===== src/rtl/uart_rx_frame_if.sv =====
// uart_rx_frame_if: serial line, frame configuration and received-byte
// outputs of the UART frame receiver, bundled as one port.
// The receiver connects to the slave modport. The driving side (line,
// configuration and result consumer) connects to the master modport.
interface uart_rx_frame_if #(
  parameter int DATA_WIDTH = 8
);
  logic                  RX_IN;
  logic [5:0]            Prescale;
  logic                  PAR_EN;
  logic                  PAR_TYP;
  logic [DATA_WIDTH-1:0] P_DATA;
  logic                  data_valid;
  logic                  par_err;
  logic                  stp_err;

  modport slave (
    input  RX_IN, Prescale, PAR_EN, PAR_TYP,
    output P_DATA, data_valid, par_err, stp_err
  );

  modport master (
    output RX_IN, Prescale, PAR_EN, PAR_TYP,
    input  P_DATA, data_valid, par_err, stp_err
  );
endinterface


===== src/rtl/uart_rx_frame.sv =====
// uart_rx_frame: oversampled UART receiver for 8N1 / 8E1 / 8O1 frames.
// Every bit is decided by a 2-of-3 majority vote around mid-bit.
// The oversampling ratio is 8, 16 or 32, and any other value runs as 8.
// A good frame loads P_DATA and pulses data_valid one cycle after the
// last edge of the stop bit. A bad frame pulses par_err and/or stp_err.
// Optional feature macro: UART_RX_PARITY_EN. When it is defined, PAR_EN and
// PAR_TYP select a parity bit. When it is undefined, frames are always 8N1
// and par_err is held at 0.
module uart_rx_frame (
  input  logic             CLK,
  input  logic             RST,
  uart_rx_frame_if.slave   bus
);
  localparam int DW = 8;

`ifdef UART_RX_PARITY_EN
  typedef enum logic [2:0] {IDLE, START, DATA, PARITY, STOP} state_t;
`else
  typedef enum logic [2:0] {IDLE, START, DATA, STOP} state_t;
`endif

  // Expected parity bit: XOR of the data bits, inverted for odd parity.
  function automatic logic parity_bit(input logic [DW-1:0] d, input logic odd);
    return (^d) ^ odd;
  endfunction

  state_t          state_q;
  logic [1:0]      sync_q;
  logic [5:0]      pre_q;
  logic [5:0]      edge_q;
  logic [2:0]      bit_q;
  logic [2:0]      samp_q;
  logic [DW-1:0]   shift_q;
  logic [DW-1:0]   data_q;
  logic            valid_q;
  logic            stp_err_q;
`ifdef UART_RX_PARITY_EN
  logic            par_en_q;
  logic            par_typ_q;
  logic            par_bad_q;
  logic            par_err_q;
`else
  logic            unused_par_s;
`endif

  logic            rx_s;
  logic [5:0]      pre_sel;
  logic [5:0]      half;
  logic            last_edge;
  logic            maj_bit;

  assign rx_s = sync_q[1];

  // Helper decodes: effective prescale, mid-bit point, end-of-bit flag and majority vote.
  always_comb begin
    if ((bus.Prescale == 6'd16) || (bus.Prescale == 6'd32)) begin
      pre_sel = bus.Prescale;
    end else begin
      pre_sel = 6'd8;
    end
    half      = pre_q >> 1;
    last_edge = (edge_q == (pre_q - 6'd1));
    maj_bit   = (samp_q[0] & samp_q[1]) | (samp_q[0] & samp_q[2]) | (samp_q[1] & samp_q[2]);
  end

  // Two-flop synchronizer for the asynchronous serial line. It resets to the idle level.
  always_ff @(posedge CLK or posedge RST) begin
    if (RST) begin
      sync_q <= 2'b11;
    end else begin
      sync_q <= {sync_q[0], bus.RX_IN};
    end
  end

  // Frame FSM: bit timing, mid-bit sampling, deserialisation and registered result pulses.
  always_ff @(posedge CLK or posedge RST) begin
    if (RST) begin
      state_q   <= IDLE;
      pre_q     <= 6'd8;
      edge_q    <= 6'd0;
      bit_q     <= 3'd0;
      samp_q    <= 3'b111;
      shift_q   <= '0;
      data_q    <= '0;
      valid_q   <= 1'b0;
      stp_err_q <= 1'b0;
`ifdef UART_RX_PARITY_EN
      par_en_q  <= 1'b0;
      par_typ_q <= 1'b0;
      par_bad_q <= 1'b0;
      par_err_q <= 1'b0;
`endif
    end else begin
      valid_q   <= 1'b0;
      stp_err_q <= 1'b0;
`ifdef UART_RX_PARITY_EN
      par_err_q <= 1'b0;
`endif
      // Bit timing and the three mid-bit samples, common to every non-idle state.
      if (state_q != IDLE) begin
        edge_q <= last_edge ? 6'd0 : edge_q + 6'd1;
        if (edge_q == half - 6'd1) samp_q[0] <= rx_s;
        if (edge_q == half)        samp_q[1] <= rx_s;
        if (edge_q == half + 6'd1) samp_q[2] <= rx_s;
      end

      case (state_q)
        IDLE: begin
          edge_q <= 6'd0;
          // This cycle is edge 0 of the start bit, so counting resumes at 1.
          if (!rx_s) begin
            state_q   <= START;
            edge_q    <= 6'd1;
            pre_q     <= pre_sel;
`ifdef UART_RX_PARITY_EN
            par_en_q  <= bus.PAR_EN;
            par_typ_q <= bus.PAR_TYP;
`endif
          end
        end
        START: begin
          if (last_edge) begin
            if (!maj_bit) begin
              state_q   <= DATA;
              bit_q     <= 3'd0;
`ifdef UART_RX_PARITY_EN
              par_bad_q <= 1'b0;
`endif
            end else begin
              state_q <= IDLE;
            end
          end
        end
        DATA: begin
          if (last_edge) begin
            shift_q <= {maj_bit, shift_q[DW-1:1]};
            if (bit_q == 3'(DW - 1)) begin
`ifdef UART_RX_PARITY_EN
              state_q <= par_en_q ? PARITY : STOP;
`else
              state_q <= STOP;
`endif
            end else begin
              bit_q <= bit_q + 3'd1;
            end
          end
        end
`ifdef UART_RX_PARITY_EN
        PARITY: begin
          if (last_edge) begin
            par_bad_q <= (maj_bit != parity_bit(shift_q, par_typ_q));
            state_q   <= STOP;
          end
        end
`endif
        STOP: begin
          if (last_edge) begin
            stp_err_q <= ~maj_bit;
`ifdef UART_RX_PARITY_EN
            par_err_q <= par_bad_q;
            valid_q   <= maj_bit & ~par_bad_q;
            if (maj_bit && !par_bad_q) data_q <= shift_q;
`else
            valid_q   <= maj_bit;
            if (maj_bit) data_q <= shift_q;
`endif
            // A low line already at the last stop edge is taken as the next start bit's edge 0.
            if (!rx_s) begin
              state_q   <= START;
              edge_q    <= 6'd1;
              pre_q     <= pre_sel;
`ifdef UART_RX_PARITY_EN
              par_en_q  <= bus.PAR_EN;
              par_typ_q <= bus.PAR_TYP;
`endif
            end else begin
              state_q <= IDLE;
            end
          end
        end
        default: begin
          state_q <= IDLE;
        end
      endcase
    end
  end

  assign bus.P_DATA     = data_q;
  assign bus.data_valid = valid_q;
  assign bus.stp_err    = stp_err_q;
`ifdef UART_RX_PARITY_EN
  assign bus.par_err    = par_err_q;
`else
  assign bus.par_err    = 1'b0;
  assign unused_par_s   = bus.PAR_EN ^ bus.PAR_TYP ^ parity_bit(shift_q, 1'b0);
`endif
endmodule

===== src/flat_wrapper.sv =====
// flat-port wrapper written by rule: the top's interface ports become plain ports
module uart_rx_frame_flat 
  (CLK, RST, bus_RX_IN, bus_Prescale, bus_PAR_EN, bus_PAR_TYP, bus_P_DATA, bus_data_valid, bus_par_err, bus_stp_err);
  uart_rx_frame_if bus_i ();
  input  logic CLK;
  input  logic RST;
  input wire logic [$bits(bus_i.RX_IN)-1:0] bus_RX_IN;
  input wire logic [$bits(bus_i.Prescale)-1:0] bus_Prescale;
  input wire logic [$bits(bus_i.PAR_EN)-1:0] bus_PAR_EN;
  input wire logic [$bits(bus_i.PAR_TYP)-1:0] bus_PAR_TYP;
  output wire logic [$bits(bus_i.P_DATA)-1:0] bus_P_DATA;
  output wire logic [$bits(bus_i.data_valid)-1:0] bus_data_valid;
  output wire logic [$bits(bus_i.par_err)-1:0] bus_par_err;
  output wire logic [$bits(bus_i.stp_err)-1:0] bus_stp_err;
  assign bus_i.RX_IN = bus_RX_IN;
  assign bus_i.Prescale = bus_Prescale;
  assign bus_i.PAR_EN = bus_PAR_EN;
  assign bus_i.PAR_TYP = bus_PAR_TYP;
  assign bus_P_DATA = bus_i.P_DATA;
  assign bus_data_valid = bus_i.data_valid;
  assign bus_par_err = bus_i.par_err;
  assign bus_stp_err = bus_i.stp_err;
  uart_rx_frame u_core (.CLK(CLK), .RST(RST), .bus(bus_i));
endmodule

===== config.mk =====
export PLATFORM = sky130hd
export DESIGN_NAME = uart_rx_frame_flat
export DESIGN_NICKNAME = d
export VERILOG_FILES = /design/src/rtl/uart_rx_frame_if.sv /design/src/rtl/uart_rx_frame.sv /design/src/flat_wrapper.sv
export SDC_FILE = /design/constraint.sdc
export NUM_CORES = 1
export LEC_CHECK = 0
export ABC_AREA = 1
export CAP_MARGIN = 40
export CORE_AREA = 2 2 101 103
export CTS_BUF_LIST = sky130_fd_sc_hd__clkbuf_2
export CTS_CLUSTER_DIAMETER = 80
export DETAILED_ROUTE_END_ITERATION = 12
export DIE_AREA = 0 0 103 105
export SETUP_SLACK_MARGIN = 0.4
export SYNTH_ARGS = -nofsm -noshare
export SYNTH_HDL_FRONTEND = slang
export SYNTH_SLANG_ARGS = --single-unit
export TNS_END_PERCENT = 10

===== constraint.sdc =====
create_clock -name CLK -period 2.1 [get_ports CLK]
set_clock_uncertainty 0.1 [all_clocks]
set_input_delay 0.42 -clock CLK [delete_from_list [all_inputs] [get_ports CLK]]
set_output_delay 0.42 -clock CLK [all_outputs]
set_load 0.05 [all_outputs]

==> reports/metrics.cfg, run 1 <==
[run_status]
status = finished, final reports clean

[clock_tree]
cts_tree = yes
cts_hold_buffers = 0
postCtsSetupBuffers = 2

[sta]
drv_slew = 0
timing.final.ws_setup_ns = 0.09523
fmax_mhz = 498.8
setup_viol = 0
min_period_ns = 2.005
fin_setup_tns_ns = 0

[floorplan]
pin_count = 22
die_area_um2 = 10820
floorplan.core_util_pct = 24.64
fp.dieW_um = 103

[logic_synthesis]
muxShareOfSynthArea_pct = 0
yosysCellCount = 291
synthTopCellsByCount = nand2_1 (83), dfrtp_1 (34), inv_1 (34)
topCellsByArea = dfrtp_1 (36%), nand2_1 (13%), dfstp_2 (6.6%)
async_flop_share_pct = 100.0
ys_sh_simple_pct = 25.97
synth-adder-area-share_pct = 5.796
largest_area_cell = dfrtp_1
synth-edff-count = 0
ys.flop_type = dfrtp_1

[cells_and_area]
clock_buffers = 5
logic_area_um2 = 1244
num_antenna_cells = 0
fin_nets = 350
lay_top_cells = nand2_1 (75), dfrtp_1 (34), inv_1 (30)
seq_cells = 40
flop_area_um2 = 1008
clock_cell_area_share_pct = 2.457

[grt]
gr-usage-met2_pct = 16.23
use_met1_pct = 14.18
grt-ovfl-total = 0
met3_usage_pct = 2.274
antenna_found_initial = 0
grt_pass1_wl_um = 9101

[place]
dp_hpwl_um = 3567

[drt]
drc = 0
ant_nets = 0
highest_layer = met4
route.met3.wl_um = 117
wirelength_um = 5038

[power]
p_comb_uw = 1230
switching_share_pct = 42.58

[critical_path]
path_class = reg2reg
critPathMaxStageDelay_ns = 0.41
ff2ff_setup_slack_ns = 0.1
timing.rr.end = u_core.edge_q[1]

[worst_hold_path]
hold_path_class = in2async

[run 1: state kept, by name (all words and copies together), names as in the netlist, 2 cells and up]
register and flops:
u_core.edge_q 6, u_core.bit_q 3, u_core.pre_q 6, u_core.sync_q 2, u_core.bus.P_DATA 8, u_core.shift_q 8
u_core.samp_q 3, u_core.state_q 2
[run 1: stage by stage]
step | power [µW] | area, µm²
2_1_floorplan | 1839 | 2401
3_3_place_gp | 2124 | 2793
3_5_place_dp | 2149 | 2793
4_1_cts | 2701 | 2893
5_1_grt | 2975 | 2954
6_report | 2735 | 2954
[run 1: tightest hold or removal path, stage by stage]
cell,delay (ns)
clkdlybuf4s50_1,0.39
inv_1,0.09
buf_12,0.23
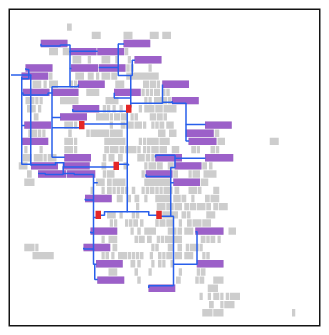
Fig. 1. Clock network drawn from the DEF (run 1).
(3 px per µm)
[red] cells driving clock nets | count: 5
[purple] flip-flops | count: 40
[blue] clock wires | length: 566 µm
routed clock nets: 6

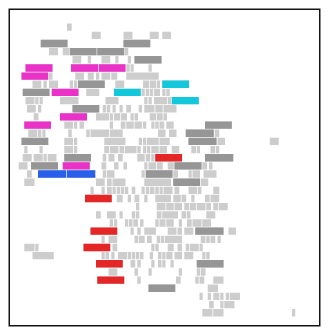
Fig. 2. Where the registers sit (run 1).
(3 px per µm) Other sequential cells in the stronger grey, the rest of the logic in the fainter grey.
[cyan] u_core.bit_q | sequential cells: 3
[blue] u_core.sync_q | sequential cells: 2
[red] u_core.edge_q | sequential cells: 6
[magenta] u_core.shift_q | sequential cells: 8 | where: upper left
not coloured: 21

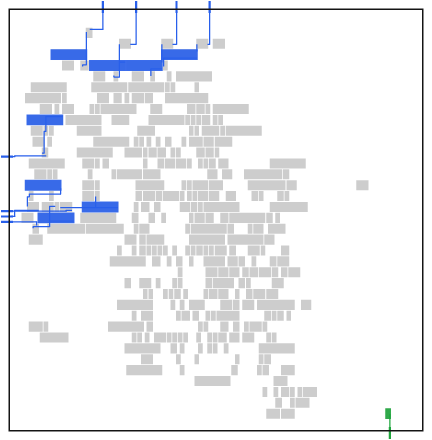
Fig. 3. I/O nets highlighted (run 1).
(4 px per µm)
[blue] bus_P_DATA | bits: 8 | direction: output | edge: 4 top, 4 left | end cells: 8 | buffers: 8 | wire: 177 µm
[green] bus_par_err | bits: 1 | direction: output | edge: bottom | end cells: 1 | buffers: 0 | wire: 3.60 µm

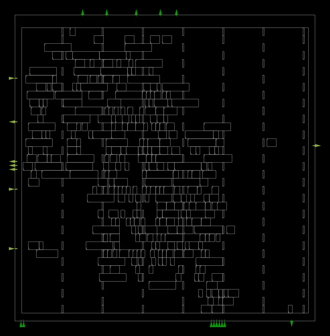
Fig. 4. Cell outlines without signal wires (run 1).
Tapcells: 133
Core Box Area: 9639 µm²
Layout fillers: 1043

==> inputs of run 2 (changes only) <==
- ABC_AREA: 1 -> unset
- CORE_AREA: 2 2 101 103 -> 2 2 99 101
- DIE_AREA: 0 0 103 105 -> 0 0 101 103
- PLACE_DENSITY: unset -> 0.45
- TNS_END_PERCENT: 10 -> 30
==> reports/metrics.cfg, run 2 <==
[run_status]
status = complete, but fails checks
violations = setup timing

[grt]
antenna_found_initial = 0
grt_pass1_wl_um = 8376
use_met1_pct = 13.18
gr-usage-met2_pct = 17.33
met3_usage_pct = 1.831
grt-ovfl-total = 0

[drt]
highest_layer = met4
route.met3.wl_um = 105
drc = 0
wirelength_um = 4901
ant_nets = 0
drtPass1Iterations = 4

[logic_synthesis]
synth-edff-count = 0
async_flop_share_pct = 100.0
synthTopCellsByCount = dfrtp_1 (34), mux2_2 (20), xnor2_1 (15)
topCellsByArea = dfrtp_1 (37%), mux2_2 (9.8%), dfstp_2 (6.9%)
yosysCellCount = 211
ys.flops = 40
largest_area_cell = dfrtp_1
syn_inst = 211
ys.flop_type = dfrtp_1

[power]
power_frac_seq_pct = 34.4
switching_share_pct = 38.37
p_comb_uw = 1370
power_uw = 2821
p_leak_uw = 0.001396

[floorplan]
fp.dieW_um = 101
pin_count = 22
floorplan.core_util_pct = 24.27
core_area_um2 = 9459
die_area_um2 = 10400

[place]
place_inst = 357
place_area_um2 = 2819
dp_slack_ns = -0.2852
dp_hpwl_um = 3555

[critical_path]
ff2ff_setup_slack_ns = -0.21
required_ns = 2.30
path_class = reg2reg
worstSetupStartpointType = register
crit_end = u_core.shift_q[7]
timing.rr.end = u_core.shift_q[7]
critPathMaxStageDelay_ns = 0.46

[clock_tree]
cts_root_buf = clkbuf_2
clockBufferDepth = 2
postCtsSetupBuffers = 0
cts_made_buffers = 5
cts_tree = yes
clock-sinks = 40
cts_hold_buffers = 0

[worst_hold_path]
hold_path_class = in2async

[sta]
fmax_mhz = 433.5
fin_setup_tns_ns = -4.497
timing.final.ws_setup_ns = -0.2069
min_period_ns = 2.307
setup_viol = 32
drv_slew = 0

[cells_and_area]
lay_top_cells = dfrtp_1 (33), buf_4 (27), mux2_2 (17)
design_area_um2 = 3035
num_antenna_cells = 0
fin_nets = 276

## run 2: kinds of logic (layout without fill, tap and decap cells)
group                      after synthesis  after routing  synth area share [%]
and+or+nand+nor                         54             54                 12.59
DFF                                     40             40                 43.92
AOI/OAI and AO/OA                       29             29                 10.25
xor gates and xnor gates                26             26                 9.918
buffers and inverters                   25             69                 5.068
muxes                                   24             24                 11.66
adders and majority gates               12             12                 6.430
other                                    1              1                0.1633
## run 2: cell type report
class | instances | area, µm²
timing repair buffer | 48 | 387.9
clock buffer | 5 | 25.02
tap | 114 | 142.6
inverter | 13 | 48.80
clock inverter | 3 | 47.55
sequential | 40 | 1010
multi-input combinational | 146 | 1374
fill | 992 | 6424
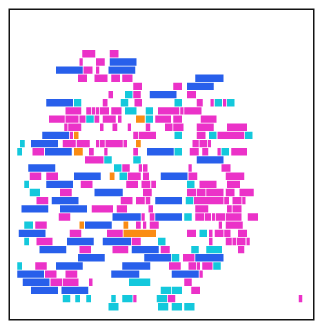
Fig. 5. Cell classes on the final placement (run 2).
(3 px per µm)
[orange] clock drivers and dummy loads | cells: 8 | share of their area: 2.5%
[blue] flip-flops | cells: 40 | share of their area: 35%
[magenta] all other logic | cells: 159 | share of their area: 49%
[cyan] other buffers and delay cells | cells: 48 | share of their area: 13%

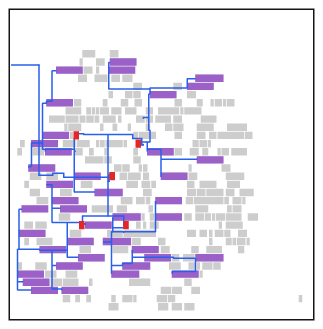
Fig. 6. Clock network drawn from the DEF (run 2).
(3 px per µm)
[red] cells driving clock nets | count: 5
[blue] clock wires | length: 539 µm
[purple] flip-flops | count: 40
routed clock nets: 6

==> inputs of run 3 (changes only) <==
- MAX_ROUTING_LAYER: unset -> met4
==> reports/metrics.cfg, run 3 <==
[run_status]
status = complete, but fails checks
violations = setup timing

[sta]
setup_viol = 32
rsz0062_at_grt = yes
timing.final.ws_setup_ns = -0.2076
fmax_mhz = 433.4
fin_setup_tns_ns = -4.464
min_period_ns = 2.308
drv_slew = 0

[floorplan]
fp.dieW_um = 101
core_area_um2 = 9459
die_area_um2 = 10400
pin_count = 22

[logic_synthesis]
ys_sh_xor_pct = 9.918
synth-adder-area-share_pct = 6.431
synth.cellmix.compoundShare_pct = 10.25
syn_inst = 211
yosysCellCount = 211
largest_area_cell = dfrtp_1
synth-edff-count = 0
ys.flop_type = dfrtp_1
ys.flops = 40
syn_area_per_cell_um2 = 10.88
synthTopLogicFamily = simple AND/OR/NAND/NOR gates
ys_sh_simple_pct = 12.59
topCellsByArea = dfrtp_1 (37%), mux2_2 (9.8%), dfstp_2 (6.9%)
muxShareOfSynthArea_pct = 11.66
synthTopCellsByCount = dfrtp_1 (34), mux2_2 (20), xnor2_1 (15)
async_flop_share_pct = 100.0

[cells_and_area]
fin_nets = 276
lay_top_cells = dfrtp_1 (33), buf_4 (27), mux2_2 (17)
logic_area_um2 = 1374
syn2layout_area_growth_pct = 32.21
fillers = 992
flop_area_um2 = 1010
design_area_um2 = 3035
num_antenna_cells = 0

[clock_tree]
cts_tree = yes
clockBufferDepth = 2
cts_root_buf = clkbuf_2
clock-sinks = 40
cts_made_buffers = 5

[grt]
gr-usage-met2_pct = 17.23
grt-ovfl-total = 0
met3_usage_pct = 1.831
antenna_found_initial = 0
use_met1_pct = 13.30
grt_pass1_wl_um = 8376

[drt]
wirelength_um = 4901
ant_nets = 0
route.met3.wl_um = 105
highest_layer = met4
drc = 0
drtPass1Iterations = 4

[power]
comb_power_share_pct = 48.7
powerClk_uw = 478
power_frac_seq_pct = 34.4
power_uw = 2821
p_comb_uw = 1370
switching_share_pct = 38.39

[place]
dp_slack_ns = -0.2852
place_area_um2 = 2819
dp_hpwl_um = 3555
place_inst = 357

[critical_path]
ff2ff_setup_slack_ns = -0.21
path_class = reg2reg
required_ns = 2.30
crit_end = u_core.shift_q[7]
worstSetupStartpointType = register
timing.rr.end = u_core.shift_q[7]
critPathMaxStageDelay_ns = 0.46

[worst_hold_path]
hold_path_class = in2async

-- run 3: critical path: cells and delay by family, from the launching register on --
family / cells / cell delay (ns)
compound gates: 2 / 0.53
fa+ha+maj: 1 / 0.13
buf+inv: 2 / 0.25
flops: 1 / 0.46
mux: 1 / 0.27
simple gates: 3 / 0.46
-- run 3: final cells by class --
| type | count | share of cell area, % |
|---|---|---|
| Inverter | 13 | 1.608 |
| Tap cell | 114 | 4.699 |
| Sequential cell | 40 | 33.26 |
| Clock buffer | 5 | 0.8244 |
| Clock inverter | 3 | 1.566 |
| Multi-Input combinational cell | 146 | 45.26 |
| Timing Repair Buffer | 48 | 12.78 |
-- run 3: repair_timing --
item,in CTS,in global routing
gates resized,50,19
buffers inserted,0,4
hold buffers,0,0
endpoints found under the setup margin,48,43
pin swaps,10,16
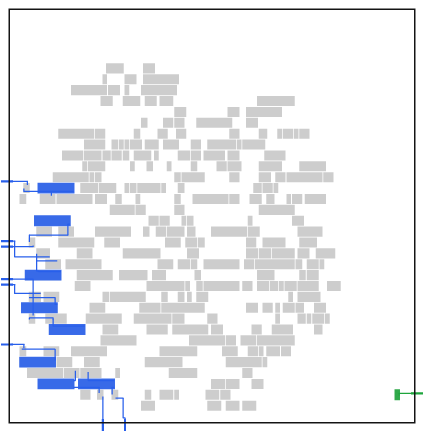
Fig. 7. I/O nets highlighted (run 3).
(4 px per µm)
[green] bus_par_err | bits: 1 | direction: output | edge: right | end cells: 1 | buffers: 0 | wire: 4.00 µm
[blue] bus_P_DATA | bits: 8 | direction: output | edge: 6 left, 2 bottom | end cells: 8 | buffers: 8 | wire: 166 µm

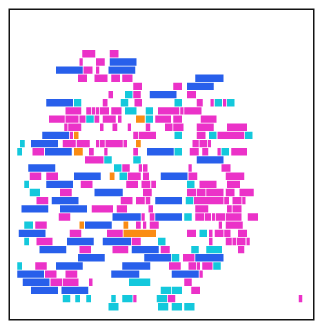
Fig. 8. Cell classes on the final placement (run 3).
(3 px per µm)
[orange] clock drivers and dummy loads | cells: 8 | share of their area: 2.5%
[magenta] all other logic | cells: 159 | share of their area: 49%
[blue] flip-flops | cells: 40 | share of their area: 35%
[cyan] other buffers and delay cells | cells: 48 | share of their area: 13%

Power figures rest on the tool's default switching activity, not on a simulated workload.
